===== src/rtl/vga_rx_pkg.sv =====
// vga_rx_pkg: shared types and constants for the VGA receive-side monitor.
package vga_rx_pkg;

  localparam int                 COORD_W   = 10;
  localparam logic [COORD_W-1:0] COORD_MAX = '1;
  localparam logic [COORD_W-1:0] COORD_ONE = {{(COORD_W-1){1'b0}}, 1'b1};

  localparam logic [15:0] CRC_POLY = 16'h1021;
  localparam logic [15:0] CRC_INIT = 16'hFFFF;

  typedef enum logic [1:0] {
    SEEK   = 2'd0,
    SYNC   = 2'd1,
    LOCKED = 2'd2
  } rx_state_e;

endpackage


===== src/rtl/crc16_byte.sv =====
// crc16_byte: combinational CRC-16-CCITT update for one byte, MSB first.
module crc16_byte
  import vga_rx_pkg::*;
(
  input  logic [15:0] crc_in,
  input  logic [7:0]  data_in,
  output logic [15:0] crc_out
);

  logic [15:0] c;

  // shift the byte in one bit at a time, high bit first
  always_comb begin
    c = crc_in;
    for (int i = 7; i >= 0; i--) begin
      if (c[15] ^ data_in[i]) c = {c[14:0], 1'b0} ^ CRC_POLY;
      else                    c = {c[14:0], 1'b0};
    end
    crc_out = c;
  end

endmodule


===== src/rtl/vga_rx_monitor.sv =====
// vga_rx_monitor: samples the VGA pins, rebuilds x/y, measures per-frame
// geometry, tracks lock and reports a per-frame pixel checksum.
// Optional feature macro: VGA_RX_CRC_EN builds the CRC-16-CCITT frame
// checksum; without it frame_crc reads 16'h0000.
module vga_rx_monitor
  import vga_rx_pkg::*;
#(
  parameter int H_ACTIVE        = 640,
  parameter int V_ACTIVE        = 480,
  parameter bit SYNC_ACTIVE_LOW = 1'b1
) (
  input  logic               clk,
  input  logic               rst_n,
  input  logic               hsync,
  input  logic               vsync,
  input  logic               de,
  input  logic [1:0]         r,
  input  logic [1:0]         g,
  input  logic [1:0]         b,
  output logic               pix_valid,
  output logic [COORD_W-1:0] x,
  output logic [COORD_W-1:0] y,
  output logic [5:0]         pix,
  output logic               frame_done,
  output logic [COORD_W-1:0] active_w,
  output logic [COORD_W-1:0] active_h,
  output logic               frame_ok,
  output logic [15:0]        frame_crc,
  output logic               locked,
  output logic [7:0]         err_cnt
);

  localparam logic [COORD_W-1:0] V_EXP = V_ACTIVE[COORD_W-1:0];
  localparam logic [COORD_W:0]   H_EXP = H_ACTIVE[COORD_W:0];

  // stage 1 (pins captured, syncs active-high)
  logic       hs1_q, hs1_d, vs1_q, vs1_d, de1_q, de1_d;
  logic [5:0] rgb1_q, rgb1_d;
  // stage 2 (pixel outputs) and sync history
  logic               pix_valid_q, pix_valid_d, vs2_q, vs2_d, vs3_q, vs3_d;
  logic [5:0]         pix_q, pix_d;
  logic [COORD_W-1:0] x_q, x_d, y_q, y_d;
  // per-frame accumulators and closed-frame outputs
  logic               line_err_q, line_err_d, sync_err_q, sync_err_d;
  logic [COORD_W-1:0] last_w_q, last_w_d;
  logic               frame_done_q, frame_done_d, frame_ok_q, frame_ok_d;
  logic [COORD_W-1:0] active_w_q, active_w_d, active_h_q, active_h_d;
  rx_state_e          state_q, state_d;
  logic [7:0]         err_cnt_q, err_cnt_d;

  logic               de_rise, de_fall, vs_start, close, frame_good;
  logic [COORD_W:0]   line_w;
  logic [COORD_W-1:0] lines_cur, last_w_cur;
  logic               line_err_cur, sync_err_cur;

  // hsync is captured with the other pins but carries nothing the checks need
  logic unused_hs;
  assign unused_hs = hs1_q;

  // capture pins and fold sync polarity so everything downstream is active-high
  always_comb begin
    hs1_d  = hsync ^ SYNC_ACTIVE_LOW;
    vs1_d  = vsync ^ SYNC_ACTIVE_LOW;
    de1_d  = de;
    rgb1_d = {r, g, b};
  end

  assign de_rise  = de1_q & ~pix_valid_q;
  assign de_fall  = ~de1_q & pix_valid_q;
  assign vs_start = vs2_q & ~vs3_q;

  // coordinates, frame accumulators and the snapshot taken when a frame closes
  always_comb begin
    pix_valid_d = de1_q;
    pix_d       = rgb1_q;
    vs2_d       = vs1_q;
    vs3_d       = vs2_q;

    x_d = x_q;
    if (de_rise)                       x_d = '0;
    else if (de1_q && x_q != COORD_MAX) x_d = x_q + COORD_ONE;

    // a line ending this cycle belongs to the frame that may close this cycle
    line_w       = {1'b0, x_q} + {1'b0, COORD_ONE};
    lines_cur    = y_q;
    last_w_cur   = last_w_q;
    line_err_cur = line_err_q;
    if (de_fall) begin
      last_w_cur   = line_w[COORD_W] ? COORD_MAX : line_w[COORD_W-1:0];
      line_err_cur = line_err_q | (line_w != H_EXP);
      if (y_q != COORD_MAX) lines_cur = y_q + COORD_ONE;
    end
    sync_err_cur = sync_err_q | (pix_valid_q & vs2_q);
    frame_good   = (lines_cur == V_EXP) && !line_err_cur && !sync_err_cur;

    // the first vsync after reset only opens a frame; nothing is reported
    close = vs_start && (state_q != SEEK);

    y_d        = vs_start ? '0 : lines_cur;
    line_err_d = vs_start ? 1'b0 : line_err_cur;
    sync_err_d = vs_start ? 1'b0 : sync_err_cur;
    last_w_d   = last_w_cur;

    frame_done_d = close;
    active_w_d   = close ? last_w_cur : active_w_q;
    active_h_d   = close ? lines_cur  : active_h_q;
    frame_ok_d   = close ? frame_good : frame_ok_q;
  end

  // lock tracking: one good frame locks, one bad frame while locked drops it
  always_comb begin
    state_d   = state_q;
    err_cnt_d = err_cnt_q;
    if (vs_start) begin
      case (state_q)
        SEEK:    state_d = SYNC;
        SYNC:    if (frame_good) state_d = LOCKED;
        LOCKED:  if (!frame_good) begin
                   state_d = SYNC;
                   if (err_cnt_q != 8'hFF) err_cnt_d = err_cnt_q + 8'd1;
                 end
        default: state_d = SEEK;
      endcase
    end
  end

  // all pipeline, accumulator and report registers
  always_ff @(posedge clk or negedge rst_n) begin
    if (!rst_n) begin
      hs1_q        <= 1'b0;
      vs1_q        <= 1'b0;
      de1_q        <= 1'b0;
      rgb1_q       <= '0;
      pix_valid_q  <= 1'b0;
      pix_q        <= '0;
      vs2_q        <= 1'b0;
      vs3_q        <= 1'b0;
      x_q          <= '0;
      y_q          <= '0;
      line_err_q   <= 1'b0;
      sync_err_q   <= 1'b0;
      last_w_q     <= '0;
      frame_done_q <= 1'b0;
      active_w_q   <= '0;
      active_h_q   <= '0;
      frame_ok_q   <= 1'b0;
      state_q      <= SEEK;
      err_cnt_q    <= '0;
    end else begin
      hs1_q        <= hs1_d;
      vs1_q        <= vs1_d;
      de1_q        <= de1_d;
      rgb1_q       <= rgb1_d;
      pix_valid_q  <= pix_valid_d;
      pix_q        <= pix_d;
      vs2_q        <= vs2_d;
      vs3_q        <= vs3_d;
      x_q          <= x_d;
      y_q          <= y_d;
      line_err_q   <= line_err_d;
      sync_err_q   <= sync_err_d;
      last_w_q     <= last_w_d;
      frame_done_q <= frame_done_d;
      active_w_q   <= active_w_d;
      active_h_q   <= active_h_d;
      frame_ok_q   <= frame_ok_d;
      state_q      <= state_d;
      err_cnt_q    <= err_cnt_d;
    end
  end

`ifdef VGA_RX_CRC_EN
  logic [15:0] crc_q, crc_d, crc_nxt, crc_cur, frame_crc_q, frame_crc_d;

  crc16_byte u_crc (
    .crc_in  (crc_q),
    .data_in ({2'b00, pix_q}),
    .crc_out (crc_nxt)
  );

  // running CRC over presented pixels; snapshot at close, restart every vsync
  always_comb begin
    crc_cur     = pix_valid_q ? crc_nxt : crc_q;
    crc_d       = vs_start ? CRC_INIT : crc_cur;
    frame_crc_d = close ? crc_cur : frame_crc_q;
  end

  // CRC state registers
  always_ff @(posedge clk or negedge rst_n) begin
    if (!rst_n) begin
      crc_q       <= CRC_INIT;
      frame_crc_q <= CRC_INIT;
    end else begin
      crc_q       <= crc_d;
      frame_crc_q <= frame_crc_d;
    end
  end

  assign frame_crc = frame_crc_q;
`else
  assign frame_crc = 16'h0000;
`endif

  assign pix_valid  = pix_valid_q;
  assign x          = x_q;
  assign y          = y_q;
  assign pix        = pix_q;
  assign frame_done = frame_done_q;
  assign active_w   = active_w_q;
  assign active_h   = active_h_q;
  assign frame_ok   = frame_ok_q;
  assign locked     = (state_q == LOCKED);
  assign err_cnt    = err_cnt_q;

endmodule


===== config.mk =====
export PLATFORM = sky130hd
export DESIGN_NAME = vga_rx_monitor
export DESIGN_NICKNAME = d
export VERILOG_FILES = /design/src/rtl/vga_rx_pkg.sv /design/src/rtl/crc16_byte.sv /design/src/rtl/vga_rx_monitor.sv
export SDC_FILE = /design/constraint.sdc
export NUM_CORES = 1
export LEC_CHECK = 0
export ABC_AREA = 1
export CORE_ASPECT_RATIO = 0.75
export CORE_MARGIN = 2
export CORE_UTILIZATION = 30
export CTS_BUF_LIST = sky130_fd_sc_hd__clkbuf_16
export DETAILED_ROUTE_END_ITERATION = 8
export PLACE_DENSITY = 0.51
export SLEW_MARGIN = 15
export SYNTH_ARGS = -nofsm -noshare
export SYNTH_HDL_FRONTEND = slang
export SYNTH_SLANG_ARGS = --single-unit
export TNS_END_PERCENT = 20

===== constraint.sdc =====
create_clock -name clk -period 2.4 [get_ports clk]
set_input_delay 0.48 -clock clk [delete_from_list [all_inputs] [get_ports clk]]
set_output_delay 0.48 -clock clk [all_outputs]
set_load 0.03 [all_outputs]

**Run 1: signal wires on met3**

Drawn at 4 px/um.
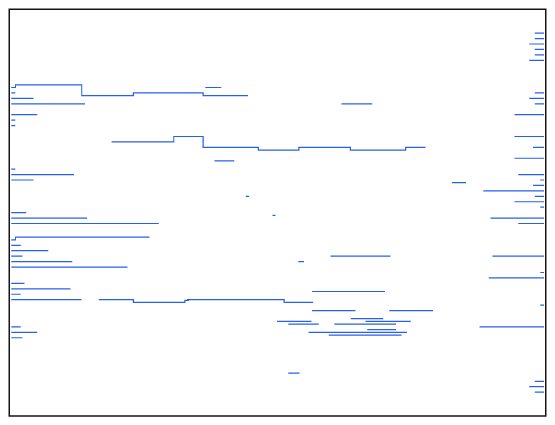
The layer carries 782 um of wire. The layer holds 9.0% of the routed length. 73 nets have wire on it. The wires run mostly horizontal. The longest straight run is 36.6 um.

**Run 1: cell sizes after repair**

Drawn at 3 px/um.
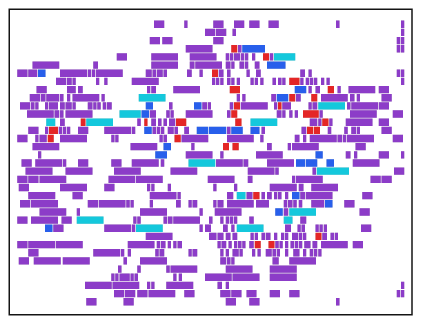
Key: x6 and larger = cyan [cells 15, share 2.9%, most used clkbuf_16]; x1 and smaller = purple [cells 448, share 87%, most used nand2_1]; x2 = red [cells 28, share 5.4%, most used nand2_2]; x3 and x4 = blue [cells 23, share 4.5%, most used buf_4]

**Run 1: placement by cell class**

Drawn at 3 px/um. Fill, decap, tap and diode cells in grey.
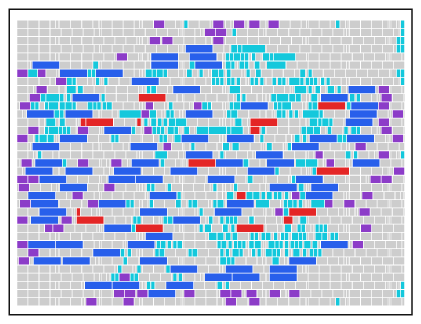
Key: registers = blue [cells 81]; remaining logic cells = cyan [cells 339]; clock drivers and dummy loads = red [cells 16]; remaining buffers and delay cells = purple [cells 78]

**Run 1: logic cells by family**

Drawn at 3 px/um.
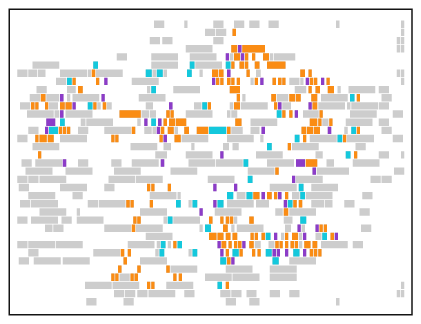
Key: inv cells = purple [cells 51]; aoi and oai cells = cyan [cells 46]; nand cells = orange [cells 165]

==> results.tsv, run 1 <==
metric	value	unit
fin_nets	524	
ff_latch_area	2030	sq um
track_usage	0.136	
post-place-cells	664	
startpoint_type	register	
clkLatencyLatePin	0.34	ns
buffer_area_frac	0.152	
path_depth	3	
hold_violations	0	
ys_cells	427	
largest_class	sequential cells	
drt_first_iter_violations	226	
fin_skew	0.00576	ns
core	12300	sq um
clkTransAtPathRegs	0.06	ns
crit_start	state_q[1]	
crit_path_top_delay_cell	clkdlybuf4s50_1	
h-tree-depth	3	
reg2reg_slack	0.19	ns
grt_max_degree	52	
logic_area	1470	sq um
ys_top_logic_family	simple AND/OR/NAND/NOR gates	
die_y	101	um
overflow	0	
top_cell_area_share	0.535	
end_kind	primary output	
die_area	13600	sq um
clk_path_buf_depth	2	
worst_r2r_endpoint	err_cnt[2]	
outcome	completed	
openroad.warnings	28	
rsz0062_at_grt	no	
## run 1: routing by layer
metal / GRT usage / wire (um)
met1: 0.196 / 4380
met2: 0.187 / 3420
met4: 0.0278 / 90
met3: 0.0596 / 781
met5: 0 / 0
## run 1: stage by stage
stage               cell area (sq um)  total power (W)   util
floorplan                        3840          0.00254      -
global placement                 4650          0.00306  0.378
detailed placement               4650          0.00307  0.378
CTS                              4950          0.00448  0.402
global route                     4950          0.00466  0.402
finish                           4950          0.00442  0.402
## run 1: power breakdown
part	internal, W	total, W	leakage, nW	switching [W]
registers	0.00160	0.00175	1.03	0.000151
logic	0.000495	0.00129	1.09	0.000798
clock network	0.000806	0.00138	0.145	0.000572
==> run 1 -> run 2 <==
CTS_CLUSTER_SIZE = 20   (was not set)
**Run 2: congestion heat map**

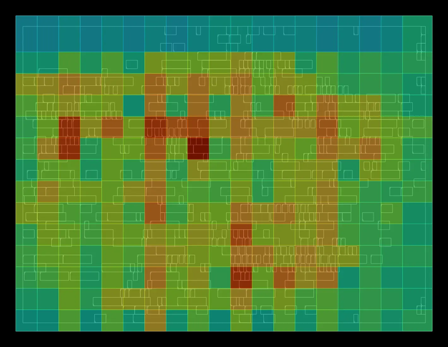
Util after Layout: 0.402
met3 usage: 0.0596
drt wl/cell: 12.7 um

==> results.tsv, run 2 <==
metric	value	unit	change
outcome	completed		
ys_cells	427		unchanged
grt_max_degree	52		unchanged
die_y	101	um	unchanged
rsz0062_at_grt	no		
clkPwrFrac	0.312		about the same
largest_class	sequential cells		
p_comb_frac	0.293		about the same
placed_area	4650	sq um	unchanged
startpoint_type	register		
crit_start	state_q[1]		
switching_share	0.344		unchanged
clkLatencyLatePin	0.34	ns	about the same
top_layer	met4		
hold_violations	0		unchanged
overflow	0		unchanged
logic_area	1470	sq um	unchanged
ff_latch_area	2030	sq um	unchanged
track_usage	0.136		unchanged
drt_first_iter_violations	226		unchanged
p_sw	0.00152	W	unchanged
final_cell_area	4950	sq um	unchanged
routed-wl-met3	781	um	unchanged
[run 2: cell counts after synthesis]
Identical to the previous run, type by type.
[run 2: worst min-delay path by stage]
stage                  endpoint  startpoint  cells past startpoint
floorplan           active_h[0]       rst_n                      0
global placement         pix[5]    pix_d[5]                      0
detailed placement       pix[1]    pix_d[1]                      0
CTS                  err_cnt[1]       rst_n                      1
global route         err_cnt[1]       rst_n                      1
finish               err_cnt[0]       rst_n                      1
[run 2: cells by family (layout without fill, tap and decap cells)]
family / after synthesis / after routing / synth area share
simple gates: 218 / 218 / 0.280
flops: 81 / 81 / 0.535
buf+inv: 73 / 145 / 0.0928
compound gates: 46 / 46 / 0.0687
fa+ha+maj: 4 / 4 / 0.0132
xor+xnor: 4 / 4 / 0.00925
other cells: 1 / 16 / 0.000990
No activity file was given, so power comes from the tool's default toggle rates.
